run_1/detail.png
Bar = 10 µm. Region (90, 46) to (130, 86) µm. Cells in gray, sequential cells in the stronger gray; small squares are vias.
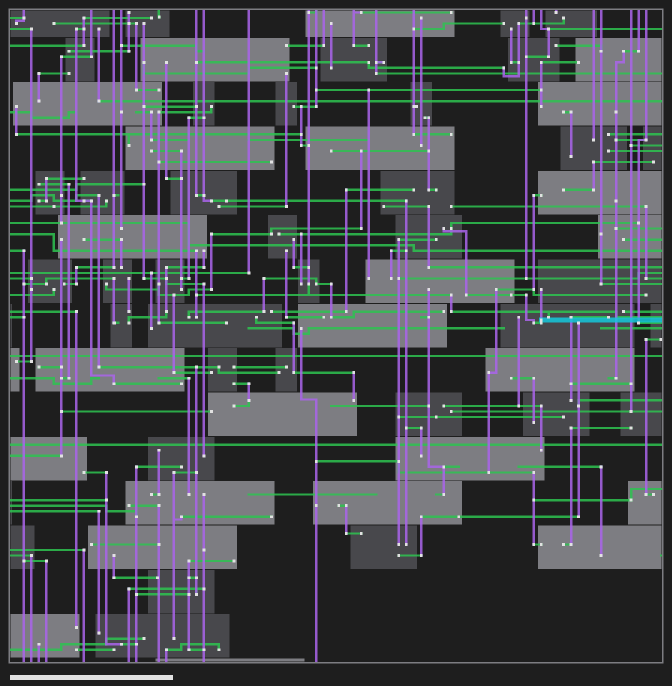
run_1/congestion.png
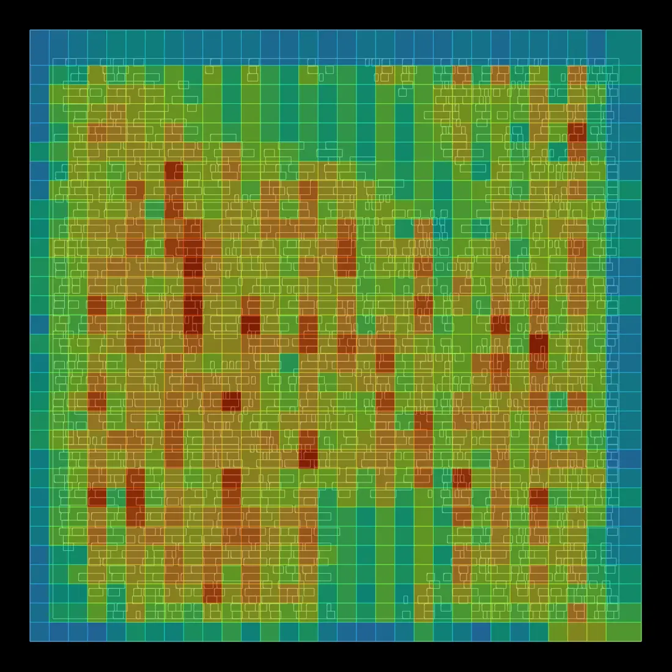
run_1/layer_met1.png
Bar = 50 µm. Supply wires on this layer in gray. Cells faint in the background.
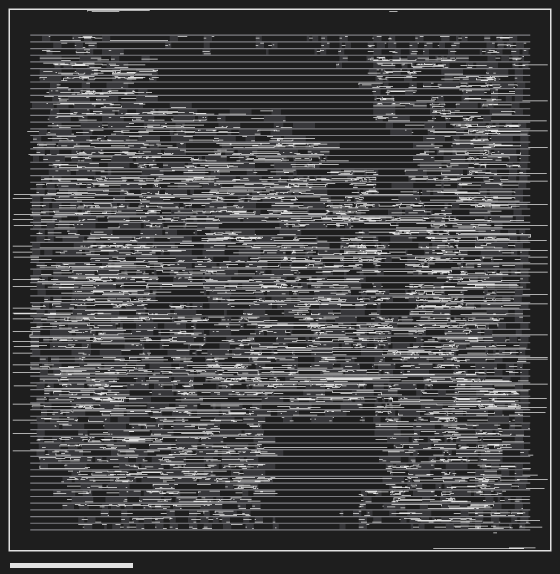
==> config.mk <==
export PLATFORM = sky130hd
export DESIGN_NAME = axil4_master_rd_mon
export DESIGN_NICKNAME = d
export VERILOG_FILES = /design/src/rtl/axil4_master_rd_mon.sv
export SDC_FILE = /design/constraint.sdc
export NUM_CORES = 1
export LEC_CHECK = 0
export CAP_MARGIN = 10
export CELL_PAD_IN_SITES_DETAIL_PLACEMENT = 1
export CELL_PAD_IN_SITES_GLOBAL_PLACEMENT = 2
export CORE_MARGIN = 8
export CORE_UTILIZATION = 38
export DETAILED_ROUTE_END_ITERATION = 16
export GPL_TIMING_DRIVEN = 0
export PLACE_DENSITY = 0.82
export SETUP_SLACK_MARGIN = 0.02
export SLEW_MARGIN = 20
export SYNTH_ARGS = -nofsm -noshare
export SYNTH_HDL_FRONTEND = slang
export SYNTH_SLANG_ARGS = --single-unit
export TNS_END_PERCENT = 30
==> constraint.sdc <==
create_clock -name aclk -period 9.3 [get_ports aclk]
set_input_delay 2.325 -clock aclk [delete_from_list [all_inputs] [get_ports aclk]]
set_output_delay 2.325 -clock aclk [all_outputs]
set_load 0.01 [all_outputs]
==> results.yml, run 1 <==
# implementation run metrics
final_timing:
  fin_crit_sh_pct: 76.9
  skew_ns: 0.0257
power_and_ir_drop:
  p_per_area_nw_per_um2: 305
  p_leak_uw: 0.00908
cells_and_area:
  final_nets: 1660
  drive_gt1_share_pct: 26.6
  layout_top_cells: "327 x dfrtp_1, 245 x clkdlybuf4s50_1, 190 x mux2_2"
  syn2layout_area_growth_pct: 28.5
  fillerInstances: 4242
floorplanning:
  initCoreUtil_pct: 38.5
  die_w_um: 220
  fp.coreArea_um2: 40900
  ios: 297
  rows: 74
cts:
  h-tree-depth: 2
  cts_resized: 0
  cts_setup_buffers: 0
  cts_buffer_depth: 3
  clkSinkCount: 327
worst_setup_path:
  reg2reg_slack_ns: 2.15
  max_stage_delay_ns: 0.68
outcome:
  status: "complete, no violations"
detailed_routing:
  viasPerCell: 5.09
  wire_per_inst_um: 20.2
  postRouteAntennaNets: 0
synth:
  syn_area_per_cell_um2: 13.0
  top_area_share_pct: 51.9
  syn_area_um2: 15800
  ys_sh_xor_pct: 4.72
  synthTopCellsByArea: "dfrtp_1 52%, mux2_2 14%, mux4_2 7.0%"
  ys_warn_count: 0
  most_common_cell: "dfrtp_1"
  mux_share_pct: 20.6
  ys_area_um2: 15800
placed_design:
  dp_cells: 2011
  post-dp-hpwl_um: 30300
grt:
  grt_overflow_total: 0
hold_path:
  min_path_cells: 1
flow_run:
  warnings: 33
Notes on detail.png above:
layer	color
metal 2	purple
metal 1	green
metal 3	cyan
most frequent	dfrtp_1 (20), mux2_2 (10)
sequential cells in the window	20
cells with their middle in the window	54

Notes on congestion.png above:
final core occ: 49.5%
met2 Usage GRT: 29.4%
met1 usage: 22.6%

Notes on layer_met1.png above:
longest straight run	65.3 µm
wire length on this layer	18,400 µm
final WL: 41,900 µm
routed vias: 10,600

-- run 1: logic make-up after synthesis --
family                   count (synthesis)
other                                    1
XOR/XNOR                                85
adder cells (fa/ha/maj)                 47
multiplexers                           240
AND-OR/OR-AND                          133
AND/OR/NAND/NOR                        198
flip-flops                             327
buffers and inverters                  185
-- run 1: power by group --
| part | internal [µW] | switching [µW] |
|---|---|---|
| registers | 1910 | 301 |
| logic | 1320 | 1170 |
| clock network | 886 | 592 |
| total | 4120 | 2070 |
-- run 1: worst max-delay path, delay by kind of cell (launching register included) --
family / cells / cell delay, ns
xor gates and xnor gates: 1 / 0.17
buffers and inverters: 5 / 2.18
AOI/OAI and AO/OA: 9 / 2.62
and+or+nand+nor: 2 / 0.19
DFF: 1 / 0.51
muxes: 1 / 0.36
adders and majority gates: 3 / 0.99
-- run 1: per-layer routing --
metal / up-vias / GRT usage, % / wire length, µm
met5: - / 0 / 0
met4: 0 / 3.80 / 642
met3: 51 / 3.73 / 2360
met2: 227 / 29.4 / 20500
met1: 5452 / 22.6 / 18400
li1: 4823 / - / -
-- run 1: layout make-up --
cell class	count	area, µm²	share of cell area, %
buffer	140	898	4.43
clock buffer	54	1110	5.48
clock inverter	9	121	0.599
inverter	45	169	0.833
multi-input combinational	718	6570	32.4
sequential	327	8180	40.4
tap	532	666	3.28
timing repair buffer	249	2550	12.6
-- run 1: through the flow --
step                      hold slack (ns)  cell area, µm²  TNS [ns]
after floorplan                     0.445           15800         0
after detailed placement            0.460           19000         0
after global placement              0.461           18900  -2798.95
final                               0.466           20300         0
after CTS                           0.472           20300         0
after global routing                0.502           20300         0
==> run 2: changes to the inputs <==
CORE_UTILIZATION = 35   (was 38)
PLACE_DENSITY = 0.76   (was 0.82)
clock period = 7 ns   (was 9.3 ns; I/O delays follow)
==> run 2 against run 1 <==
Sequential power is 32% higher. Largest power group unchanged. Die area is 7.9% higher. Routed wire length is 0.58% higher. Critical path depth is 1 lower.
==> results.yml, run 2 <==
# implementation run metrics
outcome:
  status: "complete, no violations"
final_timing:
  timing.hold.ws_ns: 0.465
  setup_tns_ns: 0
  fin_crit_sh_pct: 90.2
  skew_ns: 0.0201
placed_design:
  post-dp-hpwl_um: 30500
  placed_cell_area_um2: 19100
cts:
  h-tree-depth: 2
  clkSinkCount: 327
  cts_setup_buffers: 0
  cts_buffer_depth: 3
synth:
  ys_warn_count: 0
  ys_area_um2: 15800
  syn_area_um2: 15800
  syn_area_per_cell_um2: 13.0
floorplanning:
  ios: 297
  fp.coreArea_um2: 44300
  rows: 77
detailed_routing:
  wl_met3_um: 1790
  viasPerCell: 4.88
  highest_layer: "met4"
  postRouteAntennaNets: 0
  wl_met2_um: 20500
  routedLengthMet1_um: 19100
grt:
  grt_overflow_total: 0
  grtUsageMet1_pct: 21.1
  busiest_layer: "met2"
cells_and_area:
  layout_top_cells: "327 x dfrtp_1, 245 x clkdlybuf4s50_1, 190 x mux2_2"
  syn2layout_area_growth_pct: 29.1
  drive_gt1_share_pct: 26.9
  final_nets: 1661
  final_util_pct: 45.9
worst_setup_path:
  reg2reg_slack_ns: 0.69
power_and_ir_drop:
  p_leak_uw: 0.00907
-- run 2: cell counts after synthesis --
Identical to the previous run, type by type.
-- run 2: cell type report --
class | count | area, µm² | area share [%]
Sequential cell | 327 | 8180 | 40.2
Inverter | 45 | 169 | 0.830
Buffer | 140 | 905 | 4.44
Clock inverter | 11 | 91.3 | 0.449
Multi-Input combinational cell | 718 | 6580 | 32.3
Tap cell | 592 | 741 | 3.64
Clock buffer | 55 | 1110 | 5.48
Timing Repair Buffer | 250 | 2580 | 12.7
-- run 2: power by group --
group	switching (µW)	total [µW]	internal, µW
Combinational	1550	3300	1760
Clock	808	1920	1110
Sequential	383	2920	2530
Total	2740	8140	5400
-- run 2: cells by family (layout without fill, tap and decap cells) --
group | Yosys count | after routing | share of synthesized area (%)
multiplexers | 240 | 240 | 20.6
other | 1 | 15 | 0.0238
AND-OR/OR-AND | 133 | 133 | 5.97
AND/OR/NAND/NOR | 198 | 198 | 6.14
buffers and inverters | 185 | 501 | 6.77
flip-flops | 327 | 327 | 51.9
adder cells (fa/ha/maj) | 47 | 47 | 3.83
XOR/XNOR | 85 | 85 | 4.72
-- run 2: timing repair --
| item | CTS | global route |
|---|---|---|
| pin swaps | 0 | 1 |
| endpoints found under the setup margin | 48 | 19 |
| resized | 2 | 4 |
-- run 2: critical path: stages, from the launching register on --
cell and delay (ns):
dfrtp_1 0.37, buf_2 0.23, buf_2 0.35, clkbuf_4 0.38
mux4_2 0.55, inv_1 0.11, ha_1 0.30, a211oi_1 0.36
o21ba_1 0.22, o21ai_1 0.14, a31oi_1 0.22, xnor2_1 0.17
clkbuf_1 0.40, ha_1 0.34, a21oi_1 0.16, nand2_1 0.08
a2111oi_2 0.48, a31oi_4 0.27, o21ai_4 0.49, buf_2 0.37
a22o_1 0.19
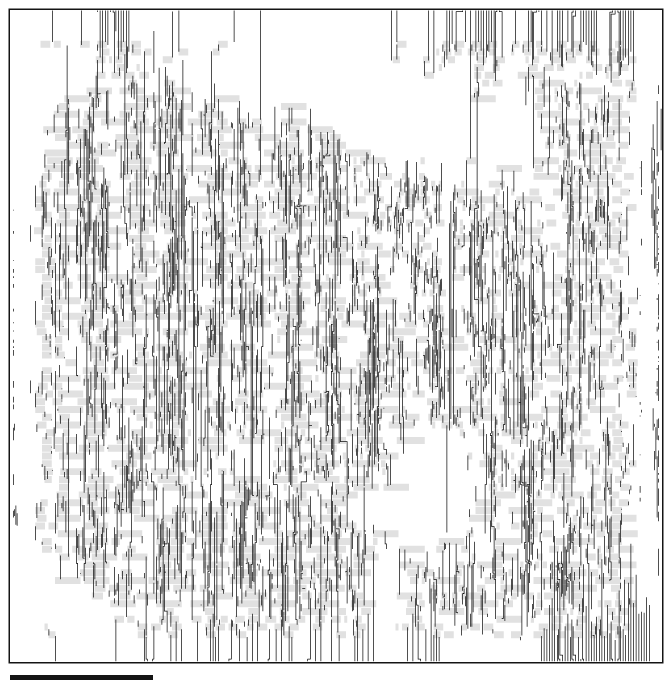
run_2/layer_met2.png
Bar = 50 µm. Cells faint in the background.
longest straight run	103 µm
main direction	vertical
nets with wire on the layer	1,543
met2 Usage GRT: 27.3%
final WL: 42,100 µm
routed vias: 10,400

No activity file was given, so power comes from the tool's default toggle rates.
